===== config.mk =====
export PLATFORM = sky130hd
export DESIGN_NAME = mem_ctrl
export DESIGN_NICKNAME = d
export VERILOG_FILES = /design/src/rtl/mem_ctrl_pkg.sv /design/src/rtl/mem_ctrl_register.sv /design/src/rtl/mem_ctrl.sv
export SDC_FILE = /design/constraint.sdc
export NUM_CORES = 1
export LEC_CHECK = 0
export CORE_MARGIN = 5
export CORE_UTILIZATION = 40
export CTS_BUF_LIST = sky130_fd_sc_hd__clkbuf_8
export CTS_CLUSTER_DIAMETER = 150
export DETAILED_ROUTE_END_ITERATION = 7
export PLACE_DENSITY_LB_ADDON = 0.08
export SLEW_MARGIN = 20
export SYNTH_ARGS = -nofsm -noshare
export SYNTH_HDL_FRONTEND = slang
export SYNTH_HIERARCHICAL = 1
export SYNTH_SLANG_ARGS = --single-unit

===== constraint.sdc =====
create_clock -name Clk -period 2.95 [get_ports Clk]
set_input_delay 0.59 -clock Clk [delete_from_list [all_inputs] [get_ports Clk]]
set_output_delay 0.59 -clock Clk [all_outputs]
set_load 0.01 [all_outputs]

===== src/rtl/mem_ctrl_pkg.sv =====
`default_nettype none
// ============================================================================
// Module      : mem_ctrl_pkg
// Description : Shared types and constants for the LC-3 SRAM memory responder.
// Revision    : 1.0 - initial release
// ============================================================================
package mem_ctrl_pkg;

    typedef enum logic [2:0] {
        IDLE    = 3'd0,
        SETUP   = 3'd1,
        ACCESS  = 3'd2,
        DONE    = 3'd3,
        RELEASE = 3'd4
    } state_t;

    localparam int   DEFAULT_WAIT_CYCLES = 2;

    localparam logic MEM_READ  = 1'b0;
    localparam logic MEM_WRITE = 1'b1;

endpackage
`default_nettype wire


===== src/rtl/mem_ctrl_register.sv =====
`default_nettype none
// ============================================================================
// Module      : Register
// Description : N-bit load-enabled holding register, synchronous active-high reset.
// Revision    : 1.0 - initial release
// ============================================================================
module Register #(
    parameter int N = 16
) (
    input  logic         Clk,
    input  logic         Reset,
    input  logic         Load,
    input  logic [N-1:0] In,
    output logic [N-1:0] Out
);

    always_ff @(posedge Clk) begin
        if (Reset) begin
            Out <= '0;
        end else if (Load) begin
            Out <= In;
        end
    end

endmodule
`default_nettype wire


===== src/rtl/mem_ctrl.sv =====
`default_nettype none
// ============================================================================
// Module      : mem_ctrl
// Description : MAR/MDR memory responder sequencing an async SRAM cycle with
//               WAIT_CYCLES wait states and a one-cycle ready pulse.
// Revision    : 1.0 - initial release
// ============================================================================
module mem_ctrl
    import mem_ctrl_pkg::*;
#(
    parameter int N           = 16,
    parameter int AW          = 16,
    parameter int WAIT_CYCLES = DEFAULT_WAIT_CYCLES
) (
    input  logic          Clk,
    input  logic          Reset,
    input  logic          MIO_EN,
    input  logic          RW,
    input  logic [AW-1:0] Addr,
    input  logic [N-1:0]  WData,
    output logic [N-1:0]  RData,
    output logic          R,
    output logic          Busy,
    output logic [AW-1:0] SRAM_ADDR,
    output logic          SRAM_CE_N,
    output logic          SRAM_OE_N,
    output logic          SRAM_WE_N,
    output logic [N-1:0]  SRAM_DQ_OUT,
    output logic          SRAM_DQ_OE,
    input  logic [N-1:0]  SRAM_DQ_IN
);

    generate
        if (WAIT_CYCLES < 1) begin : g_wait_check
            $error("mem_ctrl: WAIT_CYCLES must be >= 1");
        end
    endgenerate

    localparam int                 c_CNT_W    = $clog2(WAIT_CYCLES + 1);
    localparam logic [c_CNT_W-1:0] c_CNT_LOAD = c_CNT_W'(WAIT_CYCLES - 1);

    state_t             r_state;
    state_t             w_next_state;
    logic [c_CNT_W-1:0] r_cnt;
    logic               r_rw;
    logic               w_accept;
    logic               w_cnt_done;
    logic               w_read_done;
    logic               w_reg_rst;

    assign w_accept    = (r_state == IDLE) && MIO_EN;
    assign w_cnt_done  = (r_cnt == '0);
    assign w_read_done = (r_state == ACCESS) && w_cnt_done && (r_rw == MEM_READ);
    assign w_reg_rst   = ~Reset;
    assign Busy        = (r_state != IDLE);

    always_ff @(posedge Clk) begin
        if (!Reset) begin
            r_state <= IDLE;
        end else begin
            r_state <= w_next_state;
        end
    end

    // Request fields are captured only on acceptance so MAR/MDR may move freely afterwards.
    always_ff @(posedge Clk) begin
        if (!Reset) begin
            r_cnt       <= '0;
            r_rw        <= MEM_READ;
            SRAM_ADDR   <= '0;
            SRAM_DQ_OUT <= '0;
        end else begin
            if (w_accept) begin
                SRAM_ADDR   <= Addr;
                r_rw        <= RW;
                SRAM_DQ_OUT <= WData;
            end
            if (r_state == SETUP) begin
                r_cnt <= c_CNT_LOAD;
            end else if ((r_state == ACCESS) && !w_cnt_done) begin
                r_cnt <= r_cnt - 1'b1;
            end
        end
    end

    always_comb begin
        w_next_state = r_state;
        SRAM_CE_N    = 1'b1;
        SRAM_OE_N    = 1'b1;
        SRAM_WE_N    = 1'b1;
        SRAM_DQ_OE   = 1'b0;
        R            = 1'b0;
        case (r_state)
            IDLE: begin
                if (MIO_EN) begin
                    w_next_state = SETUP;
                end
            end
            SETUP: begin
                SRAM_CE_N    = 1'b0;
                SRAM_DQ_OE   = (r_rw == MEM_WRITE);
                w_next_state = ACCESS;
            end
            ACCESS: begin
                SRAM_CE_N = 1'b0;
                if (r_rw == MEM_WRITE) begin
                    SRAM_WE_N  = 1'b0;
                    SRAM_DQ_OE = 1'b1;
                end else begin
                    SRAM_OE_N = 1'b0;
                end
                if (w_cnt_done) begin
                    w_next_state = DONE;
                end
            end
            DONE: begin
                R            = 1'b1;
                // Keep driving write data one extra cycle to cover SRAM hold time.
                SRAM_DQ_OE   = (r_rw == MEM_WRITE);
                w_next_state = RELEASE;
            end
            RELEASE: begin
                if (!MIO_EN) begin
                    w_next_state = IDLE;
                end
            end
            default: begin
                w_next_state = IDLE;
            end
        endcase
    end

    Register #(
        .N (N)
    ) u_rdata (
        .Clk   (Clk),
        .Reset (w_reg_rst),
        .Load  (w_read_done),
        .In    (SRAM_DQ_IN),
        .Out   (RData)
    );

endmodule
`default_nettype wire


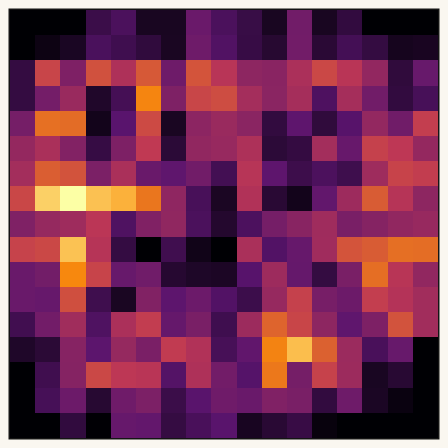
(run_1/wire_density.png)
17 x 17 tiles, from black (low) to pale yellow (high), scaled to the fullest tile. Values are wire area over tile area, all layers added.
tiles over half the peak: 17%
fullest tile: 0.40
nearly empty tiles: 7.3%
densest ninth of the die: west
mean over tiles: 0.12
drt total wl: 5.19 mm
routed length per instance: 12.9 um
gr usage total: 15.0%
Vias: 1924

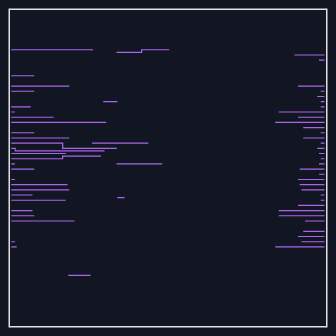
(run_1/met3.png)
nets with wire on the layer: 61
main direction: horizontal
wire length on this layer: 496 um
routing usage on met3: 6.83%

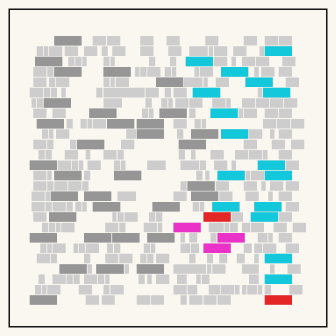
(run_1/registers.png)
[cyan] `u_rdata/Out` | placed flops: 16
[magenta] `r_state` | placed flops: 3
[red] `r_cnt` | placed flops: 2
Flop area: 1080 um2
sequential cell area share: 33.4%
final core occ: 63.0%

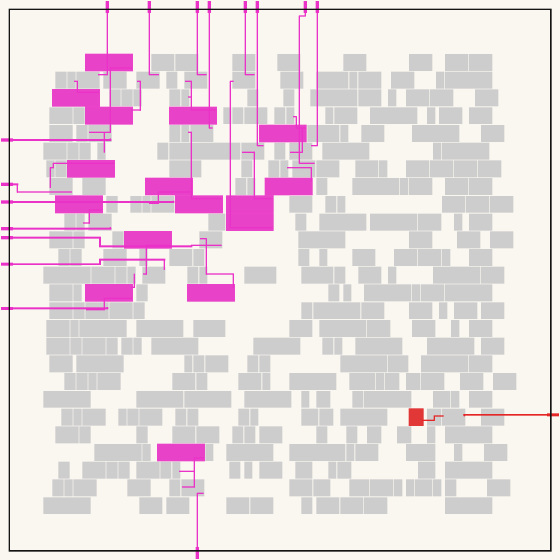
(run_1/port_nets.png)
[red] `SRAM_OE_N` | bits: 1 | direction: output | edge: east | end cells: 1 | buffers: 1 | wire: 16.7 um
[magenta] `SRAM_DQ_OUT` | bits: 16 | direction: output | edge: 8 north, 7 west, 1 south | end cells: 16 | buffers: 16 | wire: 460 um
port bufs: 105
boundary pin count: 106

==> run 1: cell usage after synthesis, drive strengths merged <==
master | number | share of area, %
o31a | 1 | 0.41
or3 | 2 | 0.59
nor4 | 1 | 0.29
inv | 4 | 0.71
a21oi | 2 | 0.47
o221a | 1 | 0.53
mux2i | 17 | 8.0
o31ai | 1 | 0.35
or4 | 1 | 0.35
dfxtp | 54 | 51
nor4b | 1 | 1.1
nor2 | 21 | 3.7
and3b | 1 | 0.41
nand3 | 33 | 7.8
clkbuf | 8 | 1.5
nand2 | 34 | 6.0
buf | 14 | 5.8
nand2b | 3 | 0.88
o21ai | 35 | 8.2
ha | 1 | 0.59
a21o | 1 | 0.35
nor3b | 1 | 0.35
a31oi | 1 | 0.29
or2 | 1 | 0.29
==> run 1: metrics by stage <==
stage | cell area [um2] | hold WS [ns] | util, % | instances
6_report | 3240 | 0.449 | 63.0 | 402
2_1_floorplan | 2120 | 0.446 | - | 239
5_1_grt | 3240 | 0.474 | 63.0 | 402
4_1_cts | 3240 | 0.454 | 63.0 | 402
3_3_place_gp | 3130 | 0.435 | 60.8 | 395
3_5_place_dp | 3130 | 0.440 | 60.8 | 395
==> run 1: registers in the layout, summed over array words and instances (netlist names) <==
| signal | flops |
|---|---|
| SRAM_DQ_OUT | 16 |
| u_rdata/Out | 16 |
| r_rw | 1 |
| SRAM_ADDR | 16 |
| r_state | 3 |
| r_cnt | 2 |
==> run 1: final timing paths <==
path / startpoint / endpoint / cells after the start
worst max-delay path: r_state[1] / SRAM_OE_N / 3
worst min-delay path: SRAM_DQ_OUT[2] / SRAM_DQ_OUT[2] / 2
worst max register to register: r_state[1] / u_rdata/Out[2] / 6
worst min register to register: SRAM_DQ_OUT[2] / SRAM_DQ_OUT[2] / 2
==> run 1: worst max-delay path, stage by stage (launching register included) <==
cell and delay [ns]:
dfxtp_1 0.55, nand2b_1 0.18, or3_1 0.36, clkdlybuf4s50_1 0.50
==> run 1: cells by family (layout without fill, tap and decap cells) <==
logic type	Yosys count	in the layout	synth area share (%)
muxes	17	17	8.01
buffers and inverters	26	119	8.01
and+or+nand+nor	99	99	21.8
DFF	54	54	50.9
adders and majority gates	1	1	0.589
AOI/OAI and AO/OA	42	42	10.7
==> run 1: power groups by stage <==
stage / Combinational, W / Clock [W] / Sequential, W
finish: 0.000354 / 0.000494 / 0.000817
CTS: 0.000361 / 0.000517 / 0.000818
floorplan: 0.000166 / 0 / 0.000848
global placement: 0.000354 / 0 / 0.000832
global route: 0.000388 / 0.000546 / 0.000825
detailed placement: 0.000360 / 0 / 0.000834
==> run 1: cell type report <==
class                   instances  share of cell area, %
well taps                      70                   2.70
inverters                       4                  0.463
clock buffers                   6                   2.55
multi-input cells             159                   27.0
clock inverters                 1                  0.927
repair buffers                108                   33.0
flip-flops and latches         54                   33.4
==> run 1: per-layer routing <==
metal,vias up,share of wire [%]
li1,988,-
met1,864,43
met2,65,46
met3,7,9.6
met4,0,1.2
met5,-,0
==> impl_metrics.ini, run 1 <==
; synthesis and place-and-route metrics
[power]
clockPowerShare_pct = 29.7
power.density_nw_per_um2 = 514
combPwrFrac_pct = 21.3
swShare_pct = 24.5

[run_status]
status = completed

[cts]
holdBufCountCts = 0
cts_tree = yes
h-tree-depth = 2
cts_resized = 0
postCtsSetupBuffers = 0

[grt]
overflow = 0
grt_start_max_net_pins = 67
met2_usage_pct = 24.7
grt_pass1_vias = 1777
grtUsageMet1_pct = 17.5

[logic_synthesis]
seq_area_frac_synth_pct = 50.9
synth_cell_types = 30
synth_area_um2 = 2120
yosys-stat-area_um2 = 2120
synth_cells = 239

[setup_path]
crit_required_ns = 2.36
cp.arrival_ns = 1.89

[final_timing]
final.period_utilization_pct = 84.2
fmax_ghz = 0.403
slew_headroom_pct = 60.2

[final_layout]
fin_nets = 385
lay_top_count = clkdlybuf4s50_1
area_growth_pct = 52.6

[die]
fp-row-count = 26
die_w_um = 82.9
fp.coreArea_um2 = 5140
chipArea_um2 = 6860
fp-utilization_pct = 41.3

[drt]
drc_errors = 0
first_pass_iters = 4
==> run_1/final_placement.png <==
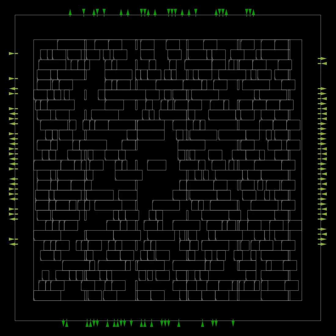

==> run 2: changes to the inputs <==
--- a/config.mk
+++ b/config.mk
@@ -6,7 +6,7 @@
 export NUM_CORES = 1
 export LEC_CHECK = 0
 export CORE_MARGIN = 5
-export CORE_UTILIZATION = 40
+export CORE_UTILIZATION = 37
 export CTS_BUF_LIST = sky130_fd_sc_hd__clkbuf_8
 export CTS_CLUSTER_DIAMETER = 150
 export DETAILED_ROUTE_END_ITERATION = 7
==> constraint.sdc (replaced) <==
create_clock -name Clk -period 2.2 [get_ports Clk]
set_input_delay 0.44 -clock Clk [delete_from_list [all_inputs] [get_ports Clk]]
set_output_delay 0.44 -clock Clk [all_outputs]
set_load 0.01 [all_outputs]
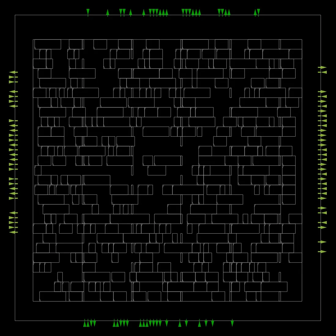
(run_2/final_placement.png)
final cell count without fillers: 407
Tapcells: 72

==> impl_metrics.ini, run 2 <==
; synthesis and place-and-route metrics
[run_status]
status = completed

[logic_synthesis]
ys_cells = 239
ys_async_sr_fraction_pct = 0
syn_avg_cell_area_um2 = 8.88
yosys-stat-area_um2 = 2120
fp_nets = 292
synth_cell_types = 30
synth_area_um2 = 2120
seq_area_frac_synth_pct = 50.9
synth-main-ff-cell = dfxtp_1
topCellsByArea = dfxtp_1 51%, mux2i_1 8.0%, nand3_1 7.8%
top_cell = dfxtp_1
yosys.area.top_type = dfxtp_1
common_cells = 54 x dfxtp_1, 34 x nand2_1, 33 x nand3_1
synth_top_area_share_pct = 50.9
edf_count = 0
synth_cells = 239
ys_warn_count = 6

[setup_path]
r2r-start = r_state[2]
cp-startpoint = r_state[2]
crit_chain = nand2b_1 > nor2_1 > nand2_1 > clkdlybuf4s50_1
crit_path_start_kind = flip-flop
crit_fanout = 10
worst_path_largest_cell_delay_ns = 0.53
worstSetupPathType = reg2out
end_kind = output pin
cp_num_buf_inv = 1
crit_required_ns = 1.76
crit_slowest_cell = clkdlybuf4s50_1
crit_family = buffers and inverters
cp.arrival_ns = 1.60

[drt]
drc_errors = 0
dr_wl_met2_mm = 2.35
wl_per_cell_um = 13.0
wl_met1_mm = 2.36
top_layer_used = met4
vias_per_cell = 4.65
via_count = 1892
antenna_left = 0
finalWirelength_mm = 5.27
dr_wl_met3_um = 527
first_pass_iters = 4

[final_layout]
layout_top_cells = 103 x clkdlybuf4s50_1, 51 x dfxtp_1, 34 x nand2_1
diodes = 0
fin_nets = 387
fillers = 513
lay_top_count = clkdlybuf4s50_1
area_growth_pct = 53.9
reg_top3 = SRAM_ADDR: 16 flops, SRAM_DQ_OUT: 16 flops, u_rdata/Out: 16 flops
final_util_pct = 59.0

[final_timing]
final.period_utilization_pct = 92.9
setup_viol = 0
worst_pin_slew_ns = 0.313
slew_headroom_pct = 79.1
drv_slew = 0
fmax_ghz = 0.489
skew_ns = 0.00681
layout_setup_ws_ns = 0.155
hold_violations = 0

[hold_path]
hp-class = reg2reg
min-delay-start = SRAM_ADDR[12]

[die]
fp-row-count = 27
fp.coreArea_um2 = 5540
io_pins = 106
die_w_um = 85.8
chipArea_um2 = 7350
fp-utilization_pct = 38.3

[cts]
h-tree-depth = 2
cts_made_buffers = 5
holdBufCountCts = 0
cts_tree = yes
cts_sinks = 54
cts_buffer_depth = 2
clk_pin_slew_ns = 0.09

[placement]
dp_hpwl_mm = 3.78
port_buffers = 105
preCtsSetupSlack_ns = 0.201
routabilityCongestion = 0.762

[grt]
overflow = 0
grtUsageTotal_pct = 13.9
grt_pass1_vias = 1804
grt_start_max_net_pins = 67

[run]
warning_count = 26
maxCapViolCount = 0

[power]
irDropWorstVdd_mv = 0.326
power.density_nw_per_um2 = 678
p_leak_nw = 1.18
[run 2: report_power, final]
group	leakage (nW)	internal, W	switching, W
logic	0.672	0.000279	0.000205
registers	0.443	0.00105	0.0000468
clock network	0.0607	0.000332	0.000303
[run 2: worst min-delay path, delay by kind of cell, from the launching register on]
family	cells	cell delay (ns)
flops	1	0.32
simple gates	1	0.05
compound gates	1	0.05
[run 2: path summary, 6_finish.rpt]
check / to / cells after the start / slack [ns]
worst min-delay path: SRAM_ADDR[12] / 2 / 0.45
worst max-delay path: SRAM_WE_N / 4 / 0.16
worst max register to register: u_rdata/Out[9] / 6 / 0.48
worst min register to register: SRAM_ADDR[12] / 2 / 0.45
[run 2: area by class of cell]
| type | count | area (um2) | area share, % |
|---|---|---|---|
| Multi-Input combinational cell | 159 | 875 | 26.8 |
| Clock inverter | 3 | 37.5 | 1.15 |
| Inverter | 4 | 15.0 | 0.459 |
| Timing Repair Buffer | 110 | 1090 | 33.5 |
| Sequential cell | 54 | 1090 | 33.3 |
| Clock buffer | 5 | 68.8 | 2.11 |
| Tap cell | 72 | 90.1 | 2.76 |
[run 2: timing repair]
action / in CTS / in global routing
setup buffers: 0 / 0
endpoints found under the setup margin: 1 / 3
endpoints found under the hold margin: 0 / 0
resized: 4 / 1
[run 2: cells by family after synthesis]
family	after synthesis	synth area share, %
adders and majority gates	1	0.589
muxes	17	8.01
DFF	54	50.9
and+or+nand+nor	99	21.8
buffers and inverters	26	8.01
AOI/OAI and AO/OA	42	10.7
[run 2: layer usage]
layer	track usage [%]	up-vias
li1	-	991
met5	0	-
met4	3.88	0
met2	22.3	62
met1	16.9	835
met3	6.15	4
[run 2: per-stage QoR]
stage               hold WS (ns)  instances  area [um2]  power [W]
floorplan                  0.446        239        2120    0.00136
global placement           0.434        399        3160    0.00160
detailed placement         0.440        399        3160    0.00161
CTS                        0.453        407        3270    0.00225
global route               0.472        407        3270    0.00235
finish                     0.450        407        3270    0.00222
==> run_2/met3.png <==
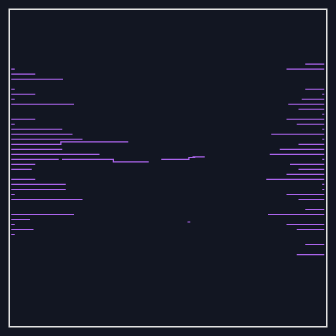

==> run 3: changes to the inputs <==
--- a/config.mk
+++ b/config.mk
@@ -6,10 +6,11 @@
 export NUM_CORES = 1
 export LEC_CHECK = 0
 export CORE_MARGIN = 5
-export CORE_UTILIZATION = 37
+export CORE_UTILIZATION = 40
 export CTS_BUF_LIST = sky130_fd_sc_hd__clkbuf_8
 export CTS_CLUSTER_DIAMETER = 150
 export DETAILED_ROUTE_END_ITERATION = 7
+export DONT_BUFFER_PORTS = 1
 export PLACE_DENSITY_LB_ADDON = 0.08
 export SLEW_MARGIN = 20
 export SYNTH_ARGS = -nofsm -noshare
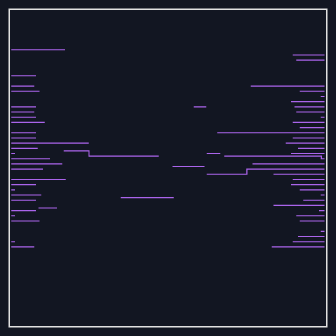
(run_3/met3.png)
main direction: horizontal
nets with wire on the layer: 62
wire length on this layer: 560 um
drt total wl: 4.53 mm
Vias: 1545

==> impl_metrics.ini, run 3 <==
; synthesis and place-and-route metrics
[final_timing]
final.period_utilization_pct = 88.4
skew_ns = 0.0101
slew_headroom_pct = 59.5
fmax_ghz = 0.514
hold_violations = 0

[logic_synthesis]
seq_area_frac_synth_pct = 50.9
ys_warn_count = 6
edf_count = 0
ys_async_sr_fraction_pct = 0
top_cell = dfxtp_1
synth-main-ff-cell = dfxtp_1
syn_avg_cell_area_um2 = 8.88
synth_top_area_share_pct = 50.9
synth_cells = 239

[run_status]
status = completed

[final_layout]
lay_top_count = dfxtp_1
reg_top3 = SRAM_ADDR: 16 flops, SRAM_DQ_OUT: 16 flops, u_rdata/Out: 16 flops
final_util_pct = 42.6
layout_top_cells = 54 x dfxtp_1, 34 x nand2_1, 33 x nand3_1

[placement]
routabilityCongestion = 0.703
port_buffers = 0

[cts]
cts_tree = yes
cts_resized = 0
postCtsSetupBuffers = 0
cts_sinks = 54
cts_made_buffers = 5

[power]
irDropWorstVdd_mv = 0.355
p_leak_nw = 0.772
power.density_nw_per_um2 = 901

[die]
chipArea_um2 = 6860
die_w_um = 82.9
fp-row-count = 26
io_pins = 106

[setup_path]
crit_fanout = 16
end_kind = flip-flop
crit_required_ns = 2.38
cp-startpoint = r_state[1]
crit_path_start_kind = flip-flop

[grt]
overflow = 0
grt_pass1_vias = 1443
grtUsageTotal_pct = 12.7
grt_start_max_net_pins = 69

[hold_path]
min-delay-start = Addr[4]
[run 3: area by class of cell]
class / count / area (um2) / area share, %
Sequential cell: 54 / 1080 / 49.4
Multi-Input combinational cell: 159 / 875 / 40.0
Tap cell: 70 / 87.6 / 4.00
Clock buffer: 5 / 68.8 / 3.15
Clock inverter: 3 / 37.5 / 1.72
Timing Repair Buffer: 3 / 22.5 / 1.03
Inverter: 4 / 15.0 / 0.686
[run 3: report_power, final]
part | total [W] | switching, W | internal (W)
clock | 0.000635 | 0.000304 | 0.000332
sequential | 0.00114 | 0.0000895 | 0.00105
combinational | 0.000196 | 0.000114 | 0.0000819
[run 3: per-stage QoR]
stage               cell area, um2  setup slack (ns)  total power (W)  cells  hold WS [ns]
finish                        2190             0.255          0.00197    298         0.268
global route                  2190            0.0812          0.00207    298         0.253
CTS                           2190             0.248          0.00200    298         0.257
detailed placement            2080             0.251          0.00136    290         0.469
global placement              2080             0.350          0.00135    290         0.461
floorplan                     2120             0.457          0.00136    239         0.446
[run 3: worst max-delay path: stages (launching register included)]
cell	delay (ns)
dfxtp_1	0.54
nand2b_1	0.17
or3_1	0.42
nor2_2	0.11
buf_4	0.27
mux2i_1	0.25
nor2_1	0.06
[run 3: routing by layer]
| metal | share of wire [%] | vias to the layer above | global-route usage, % |
|---|---|---|---|
| met5 | 0 | - | 0 |
| met4 | 1.1 | 0 | 3.57 |
| met3 | 12 | 6 | 7.13 |
| met2 | 47 | 68 | 20.3 |
| met1 | 40 | 691 | 14.6 |
| li1 | - | 780 | - |
[run 3: cell families (layout without fill, tap and decap cells)]
| logic type | Yosys count | after routing | share of synthesized area, % |
|---|---|---|---|
| mux | 17 | 17 | 8.01 |
| compound gates | 42 | 42 | 10.7 |
| simple gates | 99 | 99 | 21.8 |
| fa+ha+maj | 1 | 1 | 0.589 |
| buf+inv | 26 | 15 | 8.01 |
| flops | 54 | 54 | 50.9 |
[run 3: path summary, 6_finish.rpt]
| kind | end | slack [ns] | depth (start not counted) |
|---|---|---|---|
| setup / recovery | u_rdata/Out[9] | 0.26 | 6 |
| hold / removal | SRAM_ADDR[4] | 0.27 | 2 |
| setup reg to reg | u_rdata/Out[9] | 0.26 | 6 |
| hold reg to reg | r_cnt[1] | 0.48 | 2 |
Power figures rest on the tool's default switching activity, not on a simulated workload.
